Run 1, met1 routing:
Drawn at 2 px/um. Supply wires on this layer in gray.
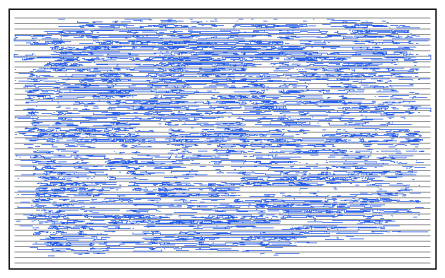
Run 1, metal 2:
Drawn at 1.5 px/um. Cells faint in the background.
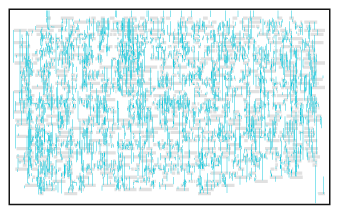
Run 1, M3 wires:
Drawn at 2 px/um.
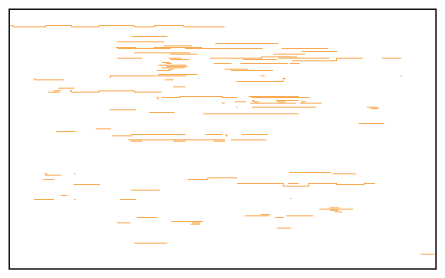
**config.mk**
```make
export PLATFORM = sky130hd
export DESIGN_NAME = audiodac_dsdemod
export DESIGN_NICKNAME = d
export VERILOG_FILES = /design/src/rtl/audiodac_dsdemod.sv
export SDC_FILE = /design/constraint.sdc
export NUM_CORES = 1
export LEC_CHECK = 0
export CORE_ASPECT_RATIO = 0.6
export CORE_MARGIN = 2
export CORE_UTILIZATION = 50
export CTS_BUF_LIST = sky130_fd_sc_hd__clkbuf_8 sky130_fd_sc_hd__clkbuf_16
export CTS_CLUSTER_DIAMETER = 60
export DETAILED_ROUTE_END_ITERATION = 8
export GPL_ROUTABILITY_DRIVEN = 0
export PLACE_DENSITY = 0.63
export SLEW_MARGIN = 15
export SYNTH_ARGS = -nofsm -noshare
export SYNTH_HDL_FRONTEND = slang
export SYNTH_SLANG_ARGS = --single-unit
```
**constraint.sdc**
```tcl
create_clock -name clk_i -period 6.95 [get_ports clk_i]
set_input_delay 1.39 -clock clk_i [delete_from_list [all_inputs] [get_ports clk_i]]
set_output_delay 1.39 -clock clk_i [all_outputs]
set_load 0.1 [all_outputs]
```
**src/rtl/audiodac_dsdemod.sv**
```systemverilog
// audiodac_dsdemod: 3rd-order CIC decimator for the single-bit delta-sigma
// stream. Turns ds_i into UINT PCM at clk_i/R, R selected by osr_i
// (32/64/128/256). Mainly used to loop the DAC modulator output back.
module audiodac_dsdemod #(
  parameter int BW = 16
) (
  input  logic          clk_i,
  input  logic          rst_n_i,
  input  logic          ds_i,
  input  logic [1:0]    osr_i,
  output logic [BW-1:0] data_o,
  output logic          data_vld_o
);

  localparam int IW = 25;
  localparam logic [BW-1:0] MID = BW'(1) << (BW-1);

  logic [IW-1:0] int1, int2, int3;
  logic [IW-1:0] x_d1, c1_d1, c2_d1;
  logic [IW-1:0] c1, c2, c3;
  logic [7:0]    dec_ctr;
  logic [1:0]    osr_q;
  logic [1:0]    wu_ctr;
  logic          tick;
  logic          osr_chg;
  logic [25:0]   scaled;
  logic [BW-1:0] sat;

  // Reload value R-1 for the decimation counter
  function automatic logic [7:0] rld(input logic [1:0] o);
    case (o)
      2'd0:    rld = 8'd31;
      2'd1:    rld = 8'd63;
      2'd2:    rld = 8'd127;
      default: rld = 8'd255;
    endcase
  endfunction

  // Tick decode, comb section and output scaling (c3 spans 0..R^3)
  always_comb begin
    tick    = (dec_ctr == 8'd0);
    osr_chg = tick && (osr_i != osr_q);
    c1      = int3 - x_d1;
    c2      = c1 - c1_d1;
    c3      = c2 - c2_d1;
    case (osr_q)
      2'd0:    scaled = {c3, 1'b0};
      2'd1:    scaled = {3'b0, c3[24:2]};
      2'd2:    scaled = {6'b0, c3[24:5]};
      default: scaled = {9'b0, c3[24:8]};
    endcase
    // Full-scale R^3 lands exactly on 2^16, so clamp it to all-ones
    sat = (|scaled[25:16]) ? {BW{1'b1}} : BW'(scaled[15:0]);
  end

  // Integrators run every cycle and wrap; an OSR change restarts them
  always_ff @(posedge clk_i or negedge rst_n_i) begin
    if (!rst_n_i) begin
      int1 <= '0;
      int2 <= '0;
      int3 <= '0;
    end else if (osr_chg) begin
      int1 <= '0;
      int2 <= '0;
      int3 <= '0;
    end else begin
      int1 <= int1 + {{(IW-1){1'b0}}, ds_i};
      int2 <= int2 + int1;
      int3 <= int3 + int2;
    end
  end

  // Decimation counter; osr_i is only looked at when a tick happens
  always_ff @(posedge clk_i or negedge rst_n_i) begin
    if (!rst_n_i) begin
      dec_ctr <= 8'd0;
      osr_q   <= 2'd0;
    end else if (tick) begin
      osr_q   <= osr_i;
      dec_ctr <= rld(osr_i);
    end else begin
      dec_ctr <= dec_ctr - 8'd1;
    end
  end

  // Comb delay line, advanced on every tick that is not an OSR change
  always_ff @(posedge clk_i or negedge rst_n_i) begin
    if (!rst_n_i) begin
      x_d1  <= '0;
      c1_d1 <= '0;
      c2_d1 <= '0;
    end else if (osr_chg) begin
      x_d1  <= '0;
      c1_d1 <= '0;
      c2_d1 <= '0;
    end else if (tick) begin
      x_d1  <= int3;
      c1_d1 <= c1;
      c2_d1 <= c2;
    end
  end

  // Output register, strobe and warm-up: the first 3 comb results are junk
  always_ff @(posedge clk_i or negedge rst_n_i) begin
    if (!rst_n_i) begin
      data_o     <= MID;
      data_vld_o <= 1'b0;
      wu_ctr     <= 2'd0;
    end else begin
      data_vld_o <= 1'b0;
      if (osr_chg) begin
        wu_ctr <= 2'd0;
      end else if (tick) begin
        if (wu_ctr == 2'd3) begin
          data_o     <= sat;
          data_vld_o <= 1'b1;
        end else begin
          wu_ctr <= wu_ctr + 2'd1;
        end
      end
    end
  end

endmodule

```
==> impl_metrics.yaml, run 1 <==
# generated from flow reports
finish:
  layout_top_cell: "dfrtp_1"
  area_growth_pct: 10.33
  design_area_mm2: 0.01441
  fillers: 2279
  drive_gt1_frac: 0.07488
  post_layout_nonfiller_instances: 1821
min_path:
  hp-start: "dec_ctr[0]$_DFF_PN0_"
  holdPathStages: 1
  hp-class: "reg -> reg"
yosys:
  largest_area_cell: "dfrtp_1"
  synth-area-yosys_mm2: 0.01306
  top_cells_by_count: "dfrtp_1 (178), nor2_1 (155), ha_1 (125)"
  ys_cells: 1438
  postSynthSeqShare: 0.3431
  area_leaders: "dfrtp_1 (34%), ha_1 (12%), a22o_1 (4.6%)"
grt:
  grt_util_met1: 0.3910
  grt_use_met3: 0.04605
  antenna_found_initial: 0
  grt_pass1_wl_um: 50910
  grt_pass1_vias: 9721
clocking:
  cts_tree: "done"
  cts_root_buf: "clkbuf_16"
  postCtsSetupBuffers: 0
  htreeDepth: 4
placement:
  io_buffers: 21
  dp.cells: 1782
routing:
  met1_length_um: 17440
  antenna_left: 0
  drtPass1Iterations: 8
  top_layer_used: "met4"
  drc_errors: 0
flow_run:
  tool_warnings: 29
  maxCapViolCount: 0
worst_setup_path:
  critPathLaunch: "int3[0]$_DFF_PN0_"
  worstPathMaxFanout: 8
  required_ns: 7.29
  cp-start-kind: "register"
  cp_num_buf_inv: 5
die:
  die_x_um: 212.6
  dieArea_mm2: 0.02747
run_status:
  outcome: "completed"
timing:
  period_used_share: 0.9721
Back to the opening pictures, 'met1 routing':
longest straight run	57.0 um
main direction	horizontal
share of all routed wire	57%
wire length on this layer	17,400 um
nets with wire on the layer	1,544

Back to the opening pictures, 'metal 2':
share of all routed wire	37%
wire length on this layer	11,300 um
nets with wire on the layer	1,320
longest straight run	41.8 um
final WL: 30,470 um
grt met2 use: 0.2978
DR vias: 10,450

Back to the opening pictures, 'M3 wires':
longest straight run	48.3 um
main direction	horizontal
nets with wire on the layer	88

## run 1: per-stage QoR
step | utilization | worst slack (ns) | setup TNS (ns) | hold WS [ns]
after CTS | 0.5593 | 0.07823 | 0 | 0.4799
final | 0.5661 | 0.1940 | 0 | 0.4734
after global placement | 0.5366 | 0.2655 | 0 | 0.4655
after global routing | 0.5661 | -0.1453 | -1.993 | 0.4963
after detailed placement | 0.5366 | -0.02680 | -0.06428 | 0.4672
after floorplan | - | 0.8213 | 0 | 0.4215
## run 1: cells by family after synthesis
family,after synthesis,synth area share
flip-flops,179,0.3431
buffers and inverters,148,0.04446
AND/OR/NAND/NOR,413,0.1530
XOR/XNOR,116,0.07885
AND-OR/OR-AND,427,0.2330
multiplexers,25,0.02012
adder cells (fa/ha/maj),130,0.1274
## run 1: flip-flops by register name, summed over array words and instances, names as in the netlist, 2 cells and up
register / flops
int2: 25
data_o: 16
c2_d1: 25
wu_ctr: 2
int3: 25
dec_ctr: 8
x_d1: 25
int1: 25
c1_d1: 25
osr_q: 2
## run 1: layout make-up
type,count,area (um2),share of cell area
well taps,352,440.4,0.03057
repair buffers,43,409.1,0.02840
flip-flops and latches,179,4481,0.3110
multi-input cells,1111,8109,0.5628
clock inverters,9,90.09,0.006253
clock buffers,21,480.5,0.03335
inverters,106,397.9,0.02762
==> run 1 -> run 2 <==
Settings changed: CTS_CLUSTER_SIZE set to 8, GPL_ROUTABILITY_DRIVEN 0 to not set.
Run 2, placed standard cells:
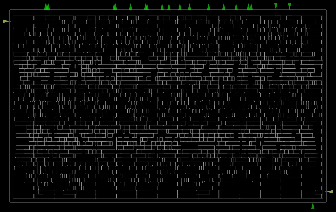
Finished Core Util: 0.5661
row cnt: 45

==> run 2 against run 1 <==
Wire length unchanged. Cell area unchanged. Critical path depth unchanged. Global-route usage unchanged. Cell count unchanged. Maximum frequency unchanged. Register-to-register slack about the same.
==> impl_metrics.yaml, run 2 <==
# generated from flow reports
finish:
  flop-count: 179
  largest_cell_class: "logic gates"
  buffer_area_frac: 0.02840
  flop_area_mm2: 0.004481
  num-multi-input-gates: 1111
  inv_count: 106
  fillers: 2279
  comb_area_mm2: 0.008109
  drive_gt1_frac: 0.07488
flow_run:
  tool_warnings: 29
  maxCapViolCount: 0
run_status:
  outcome: "completed"
yosys:
  synth-area-yosys_mm2: 0.01306
  top_cells_by_count: "dfrtp_1 (178), nor2_1 (155), ha_1 (125)"
placement:
  pre_cts_slack_ns: -0.02680
grt:
  grt_util_met1: 0.3910
  use_met2: 0.2978
clocking:
  cts_tree: "done"
  cts_root_buf: "clkbuf_16"
timing:
  period_used_share: 0.9721
  whs_ns: 0.4734
worst_setup_path:
  worstPathMaxFanout: 8
die:
  taps: 352
[run 2: cell counts after synthesis]
Identical to the previous run, type by type.
[run 2: metal layers]
layer | up-vias | share of wire | wire [um]
met5 | - | 0 | 0
met3 | 13 | 0.053 | 1616
met2 | 225 | 0.37 | 11260
met4 | 0 | 0.0050 | 153
met1 | 5017 | 0.57 | 17440
li1 | 5195 | - | -
[run 2: cells by family (layout without fill, tap and decap cells)]
logic type      after synthesis  count (layout)  synth area share
simple gates                413             413            0.1530
compound gates              427             427            0.2330
mux                          25              25           0.02012
buf+inv                     148             179           0.04446
fa+ha+maj                   130             130            0.1274
xor+xnor                    116             116           0.07885
flops                       179             179            0.3431
[run 2: path summary, 6_finish.rpt]
path,from,endpoint,slack (ns),cells after the start
worst max register to register,int3[0]$_DFF_PN0_,data_o[11]$_DFFE_PN0P_,0.19,30
max in group asynchronous,rst_n_i,x_d1[8]$_DFFE_PN0P_,4.80,2
min in group asynchronous,rst_n_i,int1[3]$_DFF_PN0_,1.10,1
worst min register to register,dec_ctr[0]$_DFF_PN0_,dec_ctr[0]$_DFF_PN0_,0.47,1
worst min-delay path,dec_ctr[0]$_DFF_PN0_,dec_ctr[0]$_DFF_PN0_,0.47,1
worst max-delay path,int3[0]$_DFF_PN0_,data_o[11]$_DFFE_PN0P_,0.19,30
[run 2: repair_timing]
action / in CTS / in global routing
gates resized: 1 / 22
pin swaps: 0 / 7
cloned: 0 / 1
buffers inserted: 0 / 8
setup endpoints to repair: 16 / 16
Run 2, metal 2:
Drawn at 1.5 px/um. Cells faint in the background.
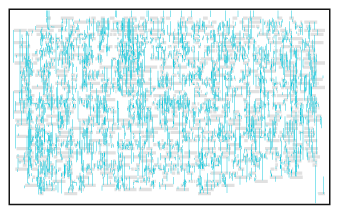

==> run 2 -> run 3 <==
Settings changed: CORE_MARGIN 2 to 3.
Run 3, metal 2:
Drawn at 1.5 px/um. Cells faint in the background.
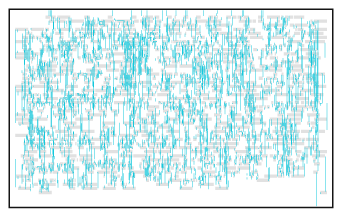
DR vias: 10,540
grt met2 use: 0.2767

==> run 3 against run 2 <==
Cell area up 0.41%. First-iteration DRC count fell by 2.1%. Critical endpoint is now data_o[10]$_DFFE_PN0P_. Maximum frequency decreased by 0.48%.
==> impl_metrics.yaml, run 3 <==
# generated from flow reports
flow_run:
  maxCapViolCount: 0
worst_setup_path:
  worstPathMaxFanout: 10
  reg2reg_from: "int3[0]$_DFF_PN0_"
yosys:
  synth-area-yosys_mm2: 0.01306
run_status:
  outcome: "completed"
finish:
  flop_area_mm2: 0.004481
  post-route-util: 0.5672
routing:
  met1_length_um: 17290
clocking:
  cts_tree: "done"
min_path:
  holdPathStages: 1
  hp-start: "dec_ctr[0]$_DFF_PN0_"
placement:
  pre_cts_slack_ns: 0.1083
run 3: how the worst max path moves through the flow:
stage                      start                     end  cells past startpoint
4_1_cts        int3[0]$_DFF_PN0_   data_o[1]$_DFFE_PN0P_                     28
5_1_grt        int3[0]$_DFF_PN0_  data_o[12]$_DFFE_PN0P_                     30
2_1_floorplan  int3[2]$_DFF_PN0_  data_o[10]$_DFFE_PN0P_                     29
6_report       int3[0]$_DFF_PN0_  data_o[10]$_DFFE_PN0P_                     30
3_5_place_dp   int3[0]$_DFF_PN0_   data_o[0]$_DFFE_PN0P_                     28
3_3_place_gp   int3[0]$_DFF_PN0_   data_o[2]$_DFFE_PN0P_                     28
run 3: kinds of logic after synthesis:
kind of cell,share of synthesized area
muxes,0.02012
and+or+nand+nor,0.1530
buffers and inverters,0.04446
xor gates and xnor gates,0.07885
AOI/OAI and AO/OA,0.2330
adders and majority gates,0.1274
DFF,0.3431
run 3: timing repair:
item | 4_1_cts | 5_1_grt
gates resized | 0 | 25
setup buffers | 0 | 5
endpoints found under the setup margin | 0 | 16
run 3: worst max-delay path, delay by kind of cell (launching register included):
family                     cells  cell delay, ns
DFF                            1            0.38
adders and majority gates      4            1.14
and+or+nand+nor                4            0.54
buffers and inverters          5            0.61
AOI/OAI and AO/OA             15            3.63
xor gates and xnor gates       2            0.36
run 3: layer usage:
layer | GRT usage | up-vias
li1 | - | 5198
met3 | 0.03767 | 15
met2 | 0.2767 | 236
met1 | 0.3750 | 5086
met4 | 0.04134 | 0
met5 | 0 | -
run 3: final cells by class:
type                            count  share of cell area
Timing Repair Buffer               38             0.02655
Multi-Input combinational cell   1111              0.5608
Clock inverter                     11             0.01271
Inverter                          106             0.02750
Clock buffer                       20             0.03226
Tap cell                          352             0.03044
Sequential cell                   179              0.3097
